**config.mk**
```make
export PLATFORM = sky130hd
export DESIGN_NAME = wide_add_sequencer
export DESIGN_NICKNAME = d
export VERILOG_FILES = /design/src/rtl/wide_add_sequencer_pkg.sv /design/src/rtl/wide_add_sequencer_add_slice.sv /design/src/rtl/wide_add_sequencer.sv
export SDC_FILE = /design/constraint.sdc
export NUM_CORES = 1
export LEC_CHECK = 0
export ABC_AREA = 1
export CAP_MARGIN = 30
export CORE_UTILIZATION = 29
export CTS_BUF_LIST = sky130_fd_sc_hd__clkbuf_8
export CTS_CLUSTER_SIZE = 12
export DETAILED_ROUTE_END_ITERATION = 6
export SYNTH_ARGS = -nofsm -noshare
export SYNTH_HDL_FRONTEND = slang
export SYNTH_HIERARCHICAL = 1
export SYNTH_SLANG_ARGS = --single-unit
```
**constraint.sdc**
```tcl
create_clock -name clock -period 6 [get_ports clock]
set_input_delay 1.5 -clock clock [delete_from_list [all_inputs] [get_ports clock]]
set_output_delay 1.5 -clock clock [all_outputs]
set_load 0.05 [all_outputs]
```
**src/rtl/wide_add_sequencer_pkg.sv**
```systemverilog
// Shared definitions for wide_add_sequencer: FSM encoding, default geometry,
// slice-count helpers and the single-bit full-adder function.
package wide_add_sequencer_pkg;

  localparam int DEF_WIDTH = 32;
  localparam int DEF_SLICE = 8;

  typedef enum logic [1:0] {
    IDLE = 2'd0,
    RUN  = 2'd1,
    DONE = 2'd2
  } state_e;

  // Flat constants so the state register stays a plain logic vector
  localparam logic [1:0] ST_IDLE = 2'd0;
  localparam logic [1:0] ST_RUN  = 2'd1;
  localparam logic [1:0] ST_DONE = 2'd2;

  function automatic int nslice(input int width, input int slice);
    return width / slice;
  endfunction

  function automatic int idx_width(input int n);
    return (n > 1) ? $clog2(n) : 1;
  endfunction

  // Returns {carry_out, sum} of one full adder
  function automatic logic [1:0] full_add(input logic a, input logic b, input logic c);
    return {(a & b) | (c & (a ^ b)), a ^ b ^ c};
  endfunction

endpackage

```
**src/rtl/wide_add_sequencer_add_slice.sv**
```systemverilog
// Combinational SLICE-bit ripple-carry adder built from full adders.
// With WIDE_ADD_SEQUENCER_OVERFLOW_EN it also exposes the carry into the MSB.
module add_slice
  import wide_add_sequencer_pkg::*;
#(
  parameter int SLICE = DEF_SLICE
) (
  input  logic [SLICE-1:0] a,
  input  logic [SLICE-1:0] b,
  input  logic             cin,
  output logic [SLICE-1:0] sum,
  output logic             cout
`ifdef WIDE_ADD_SEQUENCER_OVERFLOW_EN
  ,
  output logic             msb_carry_in
`endif
);

  logic [SLICE:0] carry_s;

  assign carry_s[0] = cin;

  for (genvar i = 0; i < SLICE; i++) begin : g_fa
    assign {carry_s[i+1], sum[i]} = full_add(a[i], b[i], carry_s[i]);
  end

  assign cout = carry_s[SLICE];

`ifdef WIDE_ADD_SEQUENCER_OVERFLOW_EN
  assign msb_carry_in = carry_s[SLICE-1];
`endif

endmodule

```
**src/rtl/wide_add_sequencer.sv**
```systemverilog
// Sequences one SLICE-bit adder over WIDTH/SLICE cycles behind valid/ready handshakes.
// Optional io_ovf signed-overflow output under WIDE_ADD_SEQUENCER_OVERFLOW_EN.
module wide_add_sequencer
  import wide_add_sequencer_pkg::*;
#(
  parameter int WIDTH = DEF_WIDTH,
  parameter int SLICE = DEF_SLICE
) (
  input  logic             clock,
  input  logic             reset_n,
  input  logic             io_in_valid,
  output logic             io_in_ready,
  input  logic [WIDTH-1:0] io_a,
  input  logic [WIDTH-1:0] io_b,
  input  logic             io_cin,
  input  logic             io_sub,
  output logic             io_out_valid,
  input  logic             io_out_ready,
  output logic [WIDTH-1:0] io_sum,
  output logic             io_cout,
`ifdef WIDE_ADD_SEQUENCER_OVERFLOW_EN
  output logic             io_ovf,
`endif
  output logic             io_busy
);

  localparam int NSLICE = nslice(WIDTH, SLICE);
  localparam int IDX_W  = idx_width(NSLICE);
  localparam logic [IDX_W-1:0] LAST_IDX = IDX_W'(NSLICE - 1);
  localparam logic [IDX_W-1:0] IDX_ONE  = IDX_W'(1'b1);

  if (((WIDTH % SLICE) != 0) || (NSLICE < 2)) begin : g_bad_cfg
    $error("wide_add_sequencer: WIDTH must be a multiple of SLICE with WIDTH/SLICE >= 2");
  end

  logic [1:0]                   state_r;
  logic [IDX_W-1:0]             idx_r;
  logic                         carry_r;
  logic [NSLICE-1:0][SLICE-1:0] a_r;
  logic [NSLICE-1:0][SLICE-1:0] b_r;
  logic [NSLICE-1:0][SLICE-1:0] result_r;

  logic [SLICE-1:0] sum_s;
  logic             cout_s;
`ifdef WIDE_ADD_SEQUENCER_OVERFLOW_EN
  logic             msb_cin_s;
  logic             ovf_r;
`endif

  add_slice #(
    .SLICE (SLICE)
  ) u_slice (
    .a            (a_r[idx_r]),
    .b            (b_r[idx_r]),
    .cin          (carry_r),
    .sum          (sum_s),
`ifdef WIDE_ADD_SEQUENCER_OVERFLOW_EN
    .msb_carry_in (msb_cin_s),
`endif
    .cout         (cout_s)
  );

  // FSM, operand capture and slice-by-slice accumulation of the result
  always_ff @(posedge clock or negedge reset_n) begin
    if (!reset_n) begin
      state_r  <= ST_IDLE;
      idx_r    <= '0;
      carry_r  <= 1'b0;
      a_r      <= '0;
      b_r      <= '0;
      result_r <= '0;
    end else begin
      case (state_r)
        ST_IDLE: begin
          if (io_in_valid) begin
            a_r     <= io_a;
            // Subtract is A + ~B + 1, so the forced carry-in replaces io_cin
            b_r     <= io_sub ? ~io_b : io_b;
            carry_r <= io_sub ? 1'b1 : io_cin;
            idx_r   <= '0;
            state_r <= ST_RUN;
          end
        end
        ST_RUN: begin
          result_r[idx_r] <= sum_s;
          carry_r         <= cout_s;
          if (idx_r == LAST_IDX) begin
            idx_r   <= '0;
            state_r <= ST_DONE;
          end else begin
            idx_r   <= idx_r + IDX_ONE;
          end
        end
        ST_DONE: begin
          if (io_out_ready) begin
            state_r <= ST_IDLE;
          end
        end
        default: begin
          state_r <= ST_IDLE;
          idx_r   <= '0;
        end
      endcase
    end
  end

`ifdef WIDE_ADD_SEQUENCER_OVERFLOW_EN
  // Signed overflow sampled as the top slice is added, held until the next operation
  always_ff @(posedge clock or negedge reset_n) begin
    if (!reset_n) begin
      ovf_r <= 1'b0;
    end else if ((state_r == ST_RUN) && (idx_r == LAST_IDX)) begin
      ovf_r <= msb_cin_s ^ cout_s;
    end
  end

  assign io_ovf = ovf_r;
`endif

  assign io_in_ready  = (state_r == ST_IDLE);
  assign io_busy      = (state_r != ST_IDLE);
  assign io_out_valid = (state_r == ST_DONE);
  assign io_sum       = result_r;
  assign io_cout      = carry_r;

endmodule

```
run_1/layer_met1.png
Scale bar: 50 um. Cells faint in the background.
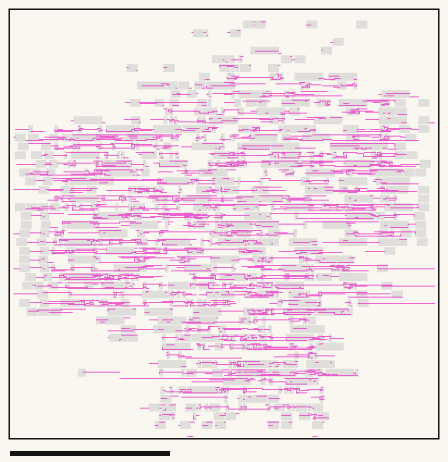
main direction = horizontal
share of all routed wire = 46%
longest straight run = 40.0 um
wire length on this layer = 5550 um
met1 Usage GRT: 19.2%
routed wire length: 12000 um
vias: 3847

run_1/layer_met2.png
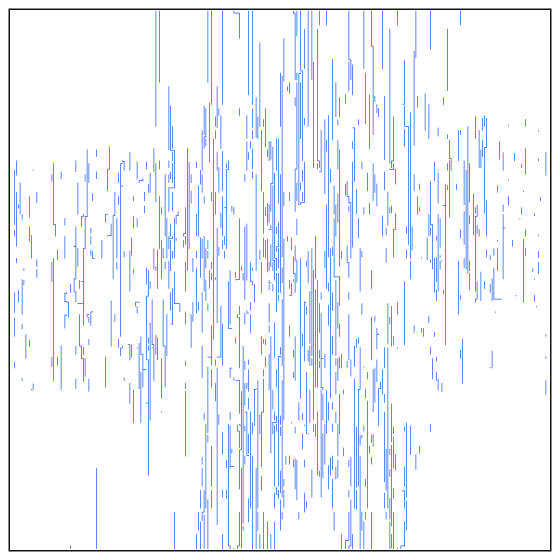
share of all routed wire = 48%
main direction = vertical
nets with wire on the layer = 563
longest straight run = 49.6 um
wire length on this layer = 5780 um
met2 Use GR: 23.5%

run_1/layer_met3.png
Scale bar: 50 um.
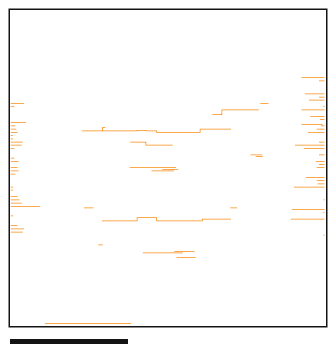
wire length on this layer = 519 um
share of all routed wire = 4.3%
M3 GR Usage: 3.39%

==> summary.txt, run 1 <==
impl run done, here's what came out: status=finished, final reports clean, Finish-stage setup viols=0, distinct lib cells=25, CP most frequent cell=fa_1, WP depth=18, GRT Total Usage=between 10 and 15%, share of post-route cells with drive strength above 1=a little over 7%, Area Overhead vs Synth=27.1%, Worst Hold End=b_r[23], critical path class=reg2reg, leakage power=3.17 nW, min Tclk post-route=4.68 ns, Iteration-0 DRC Markers=218, switching share of power=51.0%, post-route cell area=between 0.006 and 0.007 mm^2, Post-CTS Hold Buffers=0, die width=134 um, synthesized flop and latch total=just over 100, n_diodes=0, power per cell area=613 mW/mm^2, Max stage delay on crit path=0.42 ns, hold depth=2, Synth Warn #=6, first-pass GRT wire length=roughly 20000 um, residual DRC count=0, Top cell area share=50.2%, Int Power=~0.0019 W, largest cells by area after synthesis=dfrtp_1, nand2_1, xor2_1, yosys cell count=581, Tool Warnings=29, Seq share, synth=around half, worst slew pin tran=0.909 ns, Core ar.=approximately 0.017 mm^2, CTS tree=built, Final Cycle Share=between 70% and 80%, sequence of cells on the critical path=clkinv_1 -> buf_4 -> o211ai_1 -> nand2_1 -> inv_1 -> fa_1 -> inv_1 -> fa_1 -> fa_1 -> fa_1 -> fa_1 -> fa_1 -> fa_1 -> inv_1 -> fa_1 -> inv_1 -> inv_1 -> o21ai_1, Cells after Synth=581, CTS resizes=0, DR WL/cell=about 13 um, Reg power frac=30.5%, CTS H-tree depth=3, Clk Latency, worst-skew pair=0.37 ns, Final Hold Viols=0, MaxCap Viol Count=0, FF-to-FF path depth=18, nets=754, initial antenna violation count=0, mapped cell area=0.00503 mm^2, fillers=1751, CP Max Fanout=36, Top cells excl fill/tap=nand2_1, clkdlybuf4s50_1, dfrtp_1, Worst Path Required=roughly 6.3 ns, Commonest Layout Cell=nand2_1, Port Buf Inserts=105, antenna viol nets, final=0, VDD IR-drop max=0.316 mV, GRT Residual Overflow=0, hold_sp=b_r[23], syn nets=between 600 and 700, Data arrival, critical path=4.99 ns, Critical-path top delay cell=dfrtp_1, die area=0.0179 mm^2, Post-Syn Area per Cell=8.66 um^2, clock tree buffer depth=2, clock power share=about 11%, flop2flop setup slack=1.32 ns, worst path bufs/invs=7, row cnt=47, Setup Fix Bufs, Post-CTS=0, I/O Pins=106, vias in the first global route=3849, final worst clock skew=about 0.015 ns, CTS Sinks=about 100, Initial Util=between 30% and 40%, Pre-antenna DRT Iters=4, combinational share of power=58.7%, logic area=0.00210 mm^2
==> run 1: worst max path at each step <==
stage                        start          to
after floorplan           idx_r[0]  io_sum[15]
after global placement    idx_r[0]   io_sum[7]
after detailed placement  idx_r[0]   io_sum[7]
after CTS                 idx_r[0]   io_sum[7]
after global routing      idx_r[0]  io_sum[15]
final                     idx_r[0]   io_sum[7]
==> run 1: worst register-to-register path, delay by kind of cell (launching register included) <==
kind,cells,cell delay [ns]
adders and majority gates,8,2.88
and+or+nand+nor,1,0.07
buffers and inverters,7,0.89
AOI/OAI and AO/OA,2,0.34
DFF,1,0.42
==> run 1: synthesized netlist by cell type <==
library cell    n
buf_6           4
o21ai_1        21
clkbuf_1        2
xor2_1         32
nor2_8          1
o21ai_2        17
nand3_1         2
ha_1            4
nand2_1       254
inv_2           2
inv_1          54
a21oi_1         1
dfrtp_1       101
fa_1            8
nor2_1          2
o31ai_1         1
o21ai_0        11
buf_4           7
nor2_2          1
clkinv_1        1
nand2_2         1
buf_2          14
nand2_4         4
o211ai_1       32
buf_1           4
==> run 1: through the flow <==
stage	worst slack, ns	hold slack, ns	total power (W)	utilization, %	std cells
after floorplan	1.60	0.449	0.00285	-	581
after global placement	1.44	0.464	0.00352	37.0	881
after detailed placement	1.34	0.466	0.00356	37.0	881
after CTS	1.32	0.490	0.00400	38.2	897
after global routing	0.998	0.503	0.00429	38.2	897
final	1.32	0.488	0.00392	38.2	897
==> run 1: kinds of logic (layout without fill, tap and decap cells) <==
| group | Yosys count | count (layout) | share of synthesized area, % |
|---|---|---|---|
| adders and majority gates | 12 | 12 | 4.18 |
| AOI/OAI and AO/OA | 83 | 83 | 11.2 |
| and+or+nand+nor | 265 | 265 | 20.8 |
| DFF | 101 | 101 | 50.2 |
| buffers and inverters | 88 | 184 | 8.03 |
| xor gates and xnor gates | 32 | 32 | 5.57 |
==> run 1: per-layer routing <==
layer  global-route usage [%]  vias up  wire length [um]
met5                        0        -                 0
met4                     3.98        0               125
met3                     3.39        7               519
met2                     23.5       88              5780
met1                     19.2     1769              5550
li1                         -     1983                 -
==> run 1: registers in the layout, indices dropped and copies added, names as in the netlist <==
signal and flops:
a_r 32, idx_r 2, io_cout 1, io_sum 32, state_r 2, b_r 32
==> run 1: cell type report <==
| type | instances | area share (%) |
|---|---|---|
| Timing Repair Buffer | 111 | 17.0 |
| Inverter | 57 | 3.34 |
| Clock buffer | 9 | 1.94 |
| Multi-Input combinational cell | 392 | 32.8 |
| Clock inverter | 7 | 1.06 |
| Sequential cell | 101 | 39.5 |
| Tap cell | 220 | 4.30 |
==> run 1: power by group through the flow <==
stage / combinational, W / clock (W) / sequential (W)
2_1_floorplan: 0.00134 / 0 / 0.00151
4_1_cts: 0.00236 / 0.000442 / 0.00120
3_3_place_gp: 0.00231 / 0 / 0.00121
6_report: 0.00230 / 0.000423 / 0.00120
3_5_place_dp: 0.00235 / 0 / 0.00121
5_1_grt: 0.00258 / 0.000464 / 0.00124
run_1/clocks.png
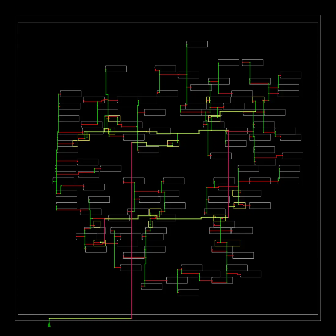

==> inputs of run 2 (changes only) <==
==> constraint.sdc (replaced) <==
create_clock -name clock -period 4.2 [get_ports clock]
set_input_delay 1.05 -clock clock [delete_from_list [all_inputs] [get_ports clock]]
set_output_delay 1.05 -clock clock [all_outputs]
set_load 0.05 [all_outputs]
run_2/clocks.png
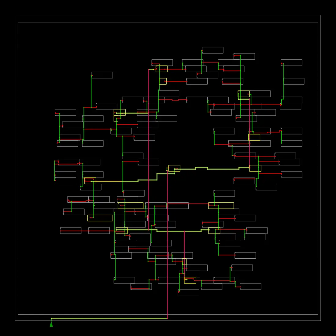
Clock Buffer Count: 10
Clk Latency, worst-skew pair: 0.39 ns
cts bufs inserted: 9

==> run 2 against run 1 <==
  * Routed wire length about the same
  * Highest routed layer unchanged
  * Cell count up 1.2%
  * Global-route usage about the same
  * Hold slack better by 0.0026 ns
  * Clock power up 79%
  * Power up 51%
  * Sequential power up 43%
  * Critical path type unchanged
  * Critical path depth unchanged
  * Design area up 3.0%
  * Non-clock buffer count up 11
  * Combinational power up about 50%
  * Fmax up 17%
==> summary.txt, run 2 <==
impl run done, here's what came out: hold depth=2, Synth Warn #=6, Initial Util=30.0%, worst slew pin tran=approximately 0.83 ns, antenna viol nets, final=0, n_diodes=0, combinational share of power=about three fifths, sequence of cells on the critical path=clkinv_2 -> buf_4 -> o211ai_1 -> nand2_1 -> inv_1 -> fa_1 -> inv_1 -> fa_2 -> fa_2 -> fa_2 -> fa_2 -> fa_2 -> fa_2 -> inv_1 -> fa_1 -> inv_1 -> inv_2 -> o21ai_2, MaxCap Viol Count=0, most frequent cell after synthesis=nand2_1, switching share of power=49.8%, VDD IR-drop max=0.455 mV, nets=765, Data arrival, critical path=4.34 ns, Top cells excl fill/tap=nand2_1, clkdlybuf4s50_1, dfrtp_1, GRT Total Usage=between 10% and 20%, clock tree buffer depth=2, min Tclk post-route=approximately 4.0 ns, Worst Hold End=io_sum[29], Iteration-0 DRC Markers=173, yosys cell count=581, Hold WS=0.490 ns, Pre-antenna DRT Iters=4, Cells after Synth=581, Top cell area share=50.2%, hold_sp=io_sum[29], I/O Pins=around 110, CTS tree=built, first-pass GRT wire length=19800 um, critical path class=reg2reg, Max stage delay on crit path=0.40 ns, routed wire length=~12000 um, die width=134 um, clock power share=12.8%, Commonest Layout Cell=nand2_1, Worst Path Required=4.53 ns, Most common reg cell=dfrtp_1, distinct lib cells=25, Final Hold Viols=0, Post-Syn Area per Cell=8.66 um^2, Seq share, synth=50.2%, fillers=approximately 1700, CP most frequent cell=fa_2, flop2flop setup slack=0.18 ns, die area=0.0179 mm^2, EDFF count, synth=0, row cnt=about 47, Post-synth top cells=nand2_1, dfrtp_1, inv_1, Port Buf Inserts=~110, synthesized flop and latch total=just over 100, Reg power frac=28.9%, power per cell area=between 800 and 900 mW/mm^2, FF-to-FF path depth=18, leakage power=roughly 3.3 nW, Area Overhead vs Synth=30.9%, residual DRC count=0, CTS H-tree depth=3, CP Max Fanout=4, final worst clock skew=0.0125 ns, final setup margin=0.184 ns, vias in the first global route=3827, Critical-path top delay cell=fa_1, Slew Limit Fails=0, dpl ws=-0.0364 ns, initial antenna violation count=0, Tool Warnings=29, Post-Layout Cell Count=908, status=finished, final reports clean, largest cells by area after synthesis=dfrtp_1, nand2_1, xor2_1, Core ar.=around 0.017 mm^2, Final Cycle Share=a little over nine tenths
==> run 2: logic make-up (layout without fill, tap and decap cells) <==
kind of cell | after synthesis | after routing | synth area share (%)
fa+ha+maj | 12 | 12 | 4.18
buf+inv | 88 | 195 | 8.03
xor+xnor | 32 | 32 | 5.57
flops | 101 | 101 | 50.2
compound gates | 83 | 83 | 11.2
simple gates | 265 | 265 | 20.8
==> run 2: area by class of cell <==
cell class / count / area (um^2) / share of cell area (%)
Multi-Input combinational cell: 392 / 2120 / 32.2
Clock buffer: 10 / 138 / 2.09
Timing Repair Buffer: 122 / 1200 / 18.2
Sequential cell: 101 / 2530 / 38.4
Tap cell: 220 / 275 / 4.18
Inverter: 57 / 216 / 3.29
Clock inverter: 6 / 109 / 1.65
==> run 2: worst max-delay path by stage <==
stage | slack, ns | end | cells after the start | start
finish | 0.18 | io_sum[23] | 18 | idx_r[0]
global route | 0.02 | io_sum[15] | 19 | idx_r[0]
CTS | 0.02 | io_sum[7] | 18 | idx_r[0]
detailed placement | -0.04 | io_sum[7] | 19 | idx_r[0]
global placement | 0.06 | io_sum[7] | 19 | idx_r[0]
floorplan | 0.02 | io_sum[15] | 19 | idx_r[0]
==> run 2: worst register-to-register path, delay by kind of cell (launching register included) <==
kind                       cells  cell delay (ns)
DFF                            1             0.38
adders and majority gates      8             2.63
AOI/OAI and AO/OA              2             0.28
buffers and inverters          7             0.59
and+or+nand+nor                1             0.09
==> run 2: power by group through the flow <==
stage,clock [W],combinational [W],sequential (W)
6_report,0.000757,0.00345,0.00171
5_1_grt,0.000820,0.00385,0.00177
4_1_cts,0.000777,0.00348,0.00172
3_5_place_dp,0,0.00346,0.00174
3_3_place_gp,0,0.00343,0.00172
2_1_floorplan,0,0.00195,0.00216
==> run 2: per-layer routing <==
metal  global-route usage (%)  vias up  wire, um
met5                        0        -         0
met4                     5.74        0       244
met3                     3.08       14       433
met2                     23.1       79      5680
met1                     19.1     1725      5600
li1                         -     2009         -
==> run 2: metrics by stage <==
stage	area, um^2	power (W)	util (%)
final	6590	0.00592	39.3
after global routing	6590	0.00644	39.3
after CTS	6570	0.00598	39.2
after detailed placement	6310	0.00520	37.7
after global placement	6290	0.00515	37.5
after floorplan	5060	0.00410	-
==> run 2: timing repair <==
item | in CTS | in global routing
hold endpoints to repair | 0 | 0
gates resized | 3 | 8
pin swaps | 0 | 3
setup endpoints to repair | 4 | 4
hold buffers | 0 | 0
==> inputs of run 3 (changes only) <==
--- a/config.mk
+++ b/config.mk
@@ -9,7 +9,7 @@
 export CAP_MARGIN = 30
 export CORE_UTILIZATION = 29
 export CTS_BUF_LIST = sky130_fd_sc_hd__clkbuf_8
-export CTS_CLUSTER_SIZE = 12
+export CTS_CLUSTER_SIZE = 14
 export DETAILED_ROUTE_END_ITERATION = 6
 export SYNTH_ARGS = -nofsm -noshare
 export SYNTH_HDL_FRONTEND = slang
run_3/layer_met1.png
Scale bar: 50 um. Cells faint in the background.
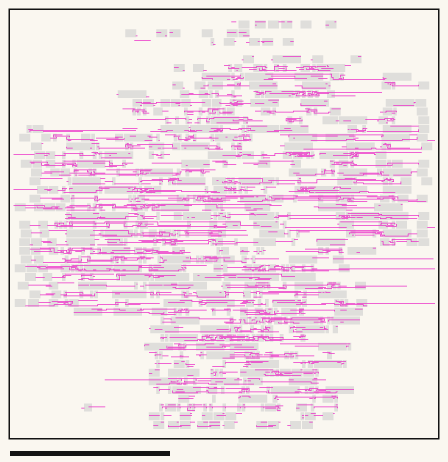
longest straight run = 36.3 um
wire length on this layer = 5600 um
nets with wire on the layer = 666
main direction = horizontal
met1 Usage GRT: 19.1%
vias: 3827
routed wire length: 12000 um

==> run 3 against run 2 <==
  * Design area unchanged
  * Critical path type unchanged
  * Synthesized cell count unchanged
  * Fmax unchanged
  * Sequential power about the same
  * Core utilization unchanged
  * Count of clock-buffer cells in the layout unchanged
  * Global-route usage unchanged
  * Highest routed layer unchanged
  * Hold slack unchanged
  * Synthesized area unchanged
==> summary.txt, run 3 <==
impl run done, here's what came out: share of post-route cells with drive strength above 1=around a tenth, Post-synth top cells=nand2_1, dfrtp_1, inv_1, n_diodes=0, Commonest Layout Cell=nand2_1, Cells after Synth=581, Initial Util=30.0%, Core ar.=0.0168 mm^2, TNS Setup=0 ns, Iteration-0 DRC Markers=173, DR WL/cell=13.2 um, clock tree buffer depth=2, Max stage delay on crit path=0.40 ns, RSZ-0062 raised after global routing=false, metal2 WL=5680 um, synthesized flop and latch total=101, Setup Fix Bufs, Post-CTS=0, die area=0.0179 mm^2, met1 WL=around 5600 um, Final GP Congestion=0.806, MaxCap Viol Count=0, yosys cell count=581, Final Hold Viols=0, Reg clk slew, reported paths=0.10 ns, CTS Sinks=~100, ys async rst share=100%, Port Buf Inserts=105, DPL Wire Length=9070 um, vias in the first global route=3827, Seq share, synth=between 50% and 60%, status=finished, final reports clean, largest cells by area after synthesis=dfrtp_1, nand2_1, xor2_1, Max Clock Freq=between 0.2 and 0.25 GHz, Top cell area share=between 50% and 60%, hold depth=2, cts bufs inserted=9, CP Max Fanout=4, max layer used=met4, initial antenna violation count=0, flip-flop and latch area=0.00253 mm^2, Clk Latency, worst-skew pair=~0.39 ns, VDD IR-drop max=0.455 mV, Synth Warn #=6, die width=134 um, dpl ws=-0.0364 ns, Post-CTS Hold Buffers=0, syn nets=663, most frequent cell after synthesis=nand2_1, Post-Syn Area per Cell=8.66 um^2, Finish-stage setup viols=0, Slew Limit Fails=0, Worst setup EP type=flop, EDFF count, synth=0, sequence of cells on the critical path=clkinv_2 -> buf_4 -> o211ai_1 -> nand2_1 -> inv_1 -> fa_1 -> inv_1 -> fa_2 -> fa_2 -> fa_2 -> fa_2 -> fa_2 -> fa_2 -> inv_1 -> fa_1 -> inv_1 -> inv_2 -> o21ai_2, Via density=around 4.2, Pre-antenna DRT Iters=4, CP most frequent cell=fa_2, routed length on met3=between 400 and 500 um, Most common reg cell=dfrtp_1, Critical-path top delay cell=fa_1, min Tclk post-route=4.02 ns, clock tree root driver cell=clkbuf_8, Worst Path Required=4.53 ns, cell taking the most area after synthesis=dfrtp_1, distinct lib cells=25, startpoint types=flop, mapped cell area=0.00503 mm^2, largest net degree at the start of global routing=53, antenna viol nets, final=0, I/O Pins=106, Tool Warnings=29, final setup margin=0.184 ns, Die H=134 um, logic area=0.00212 mm^2, leakage power=between 3 and 4 nW, GRT Total Usage=around 14%, nets=765, final worst clock skew=about 0.013 ns, residual DRC count=0, CTS tree=built, Top cells excl fill/tap=nand2_1, clkdlybuf4s50_1, dfrtp_1, GRT Residual Overflow=0, Final Cycle Share=a little over nine tenths, row cnt=47, power per cell area=~900 mW/mm^2, HP Class=reg2reg, first-pass GRT wire length=19800 um, Data arrival, critical path=4.34 ns, fillers=1730, FF-to-FF path depth=18, yosys stat chip area=around 0.005 mm^2, CTS H-tree depth=3, critical path class=reg2reg, relative slew slack=~45%, Area Overhead vs Synth=30.9%, worst slew pin tran=between 0.8 and 0.9 ns
run 3: final timing paths:
kind,startpoint,endpoint,slack [ns]
hold / removal,io_sum[29],io_sum[29],0.49
setup / recovery,idx_r[0],io_sum[23],0.18
setup reg to reg,idx_r[0],io_sum[23],0.18
min in group asynchronous,reset_n,a_r[9],0.59
hold reg to reg,io_sum[29],io_sum[29],0.49
max in group asynchronous,reset_n,io_sum[20],2.69
run 3: final cells by class:
type,count,area share (%)
clock buffer,10,2.09
clock inverter,6,1.65
inverter,57,3.29
multi-input combinational,392,32.2
sequential,101,38.4
tap,220,4.18
timing repair buffer,122,18.2
run 3: per-layer routing:
metal  global-route usage (%)  vias up
li1                         -     2009
met1                     19.1     1725
met2                     23.1       79
met3                     3.08       14
met4                     5.74        0
met5                        0        -
run 3: per-stage QoR:
step                util (%)  instances  power (W)  hold WS, ns  instance area, um^2
floorplan                  -        581    0.00410        0.449                 5060
global placement        37.5        891    0.00515        0.465                 6290
detailed placement      37.7        892    0.00520        0.468                 6310
CTS                     39.2        908    0.00598        0.492                 6570
global route            39.3        908    0.00644        0.509                 6590
finish                  39.3        908    0.00592        0.490                 6590
run 3: critical path, delay by kind of cell, from the launching register on:
kind,cells,cell delay [ns]
adder cells (fa/ha/maj),8,2.63
buffers and inverters,7,0.58
flip-flops,1,0.38
AND-OR/OR-AND,2,0.28
AND/OR/NAND/NOR,1,0.09
run 3: kinds of logic (layout without fill, tap and decap cells):
| group | count (synthesis) | count (layout) | synth area share (%) |
|---|---|---|---|
| AND/OR/NAND/NOR | 265 | 265 | 20.8 |
| flip-flops | 101 | 101 | 50.2 |
| AND-OR/OR-AND | 83 | 83 | 11.2 |
| buffers and inverters | 88 | 195 | 8.03 |
| XOR/XNOR | 32 | 32 | 5.57 |
| adder cells (fa/ha/maj) | 12 | 12 | 4.18 |
run 3: power by group:
| part | total [W] | switching, W | internal (W) |
|---|---|---|---|
| clock | 0.000757 | 0.000345 | 0.000412 |
| sequential | 0.00171 | 0.000268 | 0.00144 |
| combinational | 0.00345 | 0.00233 | 0.00112 |
| total | 0.00592 | 0.00294 | 0.00297 |
run 3: what timing repair did:
action | 4_1_cts | 5_1_grt
resized | 3 | 8
endpoints found under the setup margin | 4 | 4
pin swaps | 0 | 3
Power is estimated from default activity; no workload was simulated.
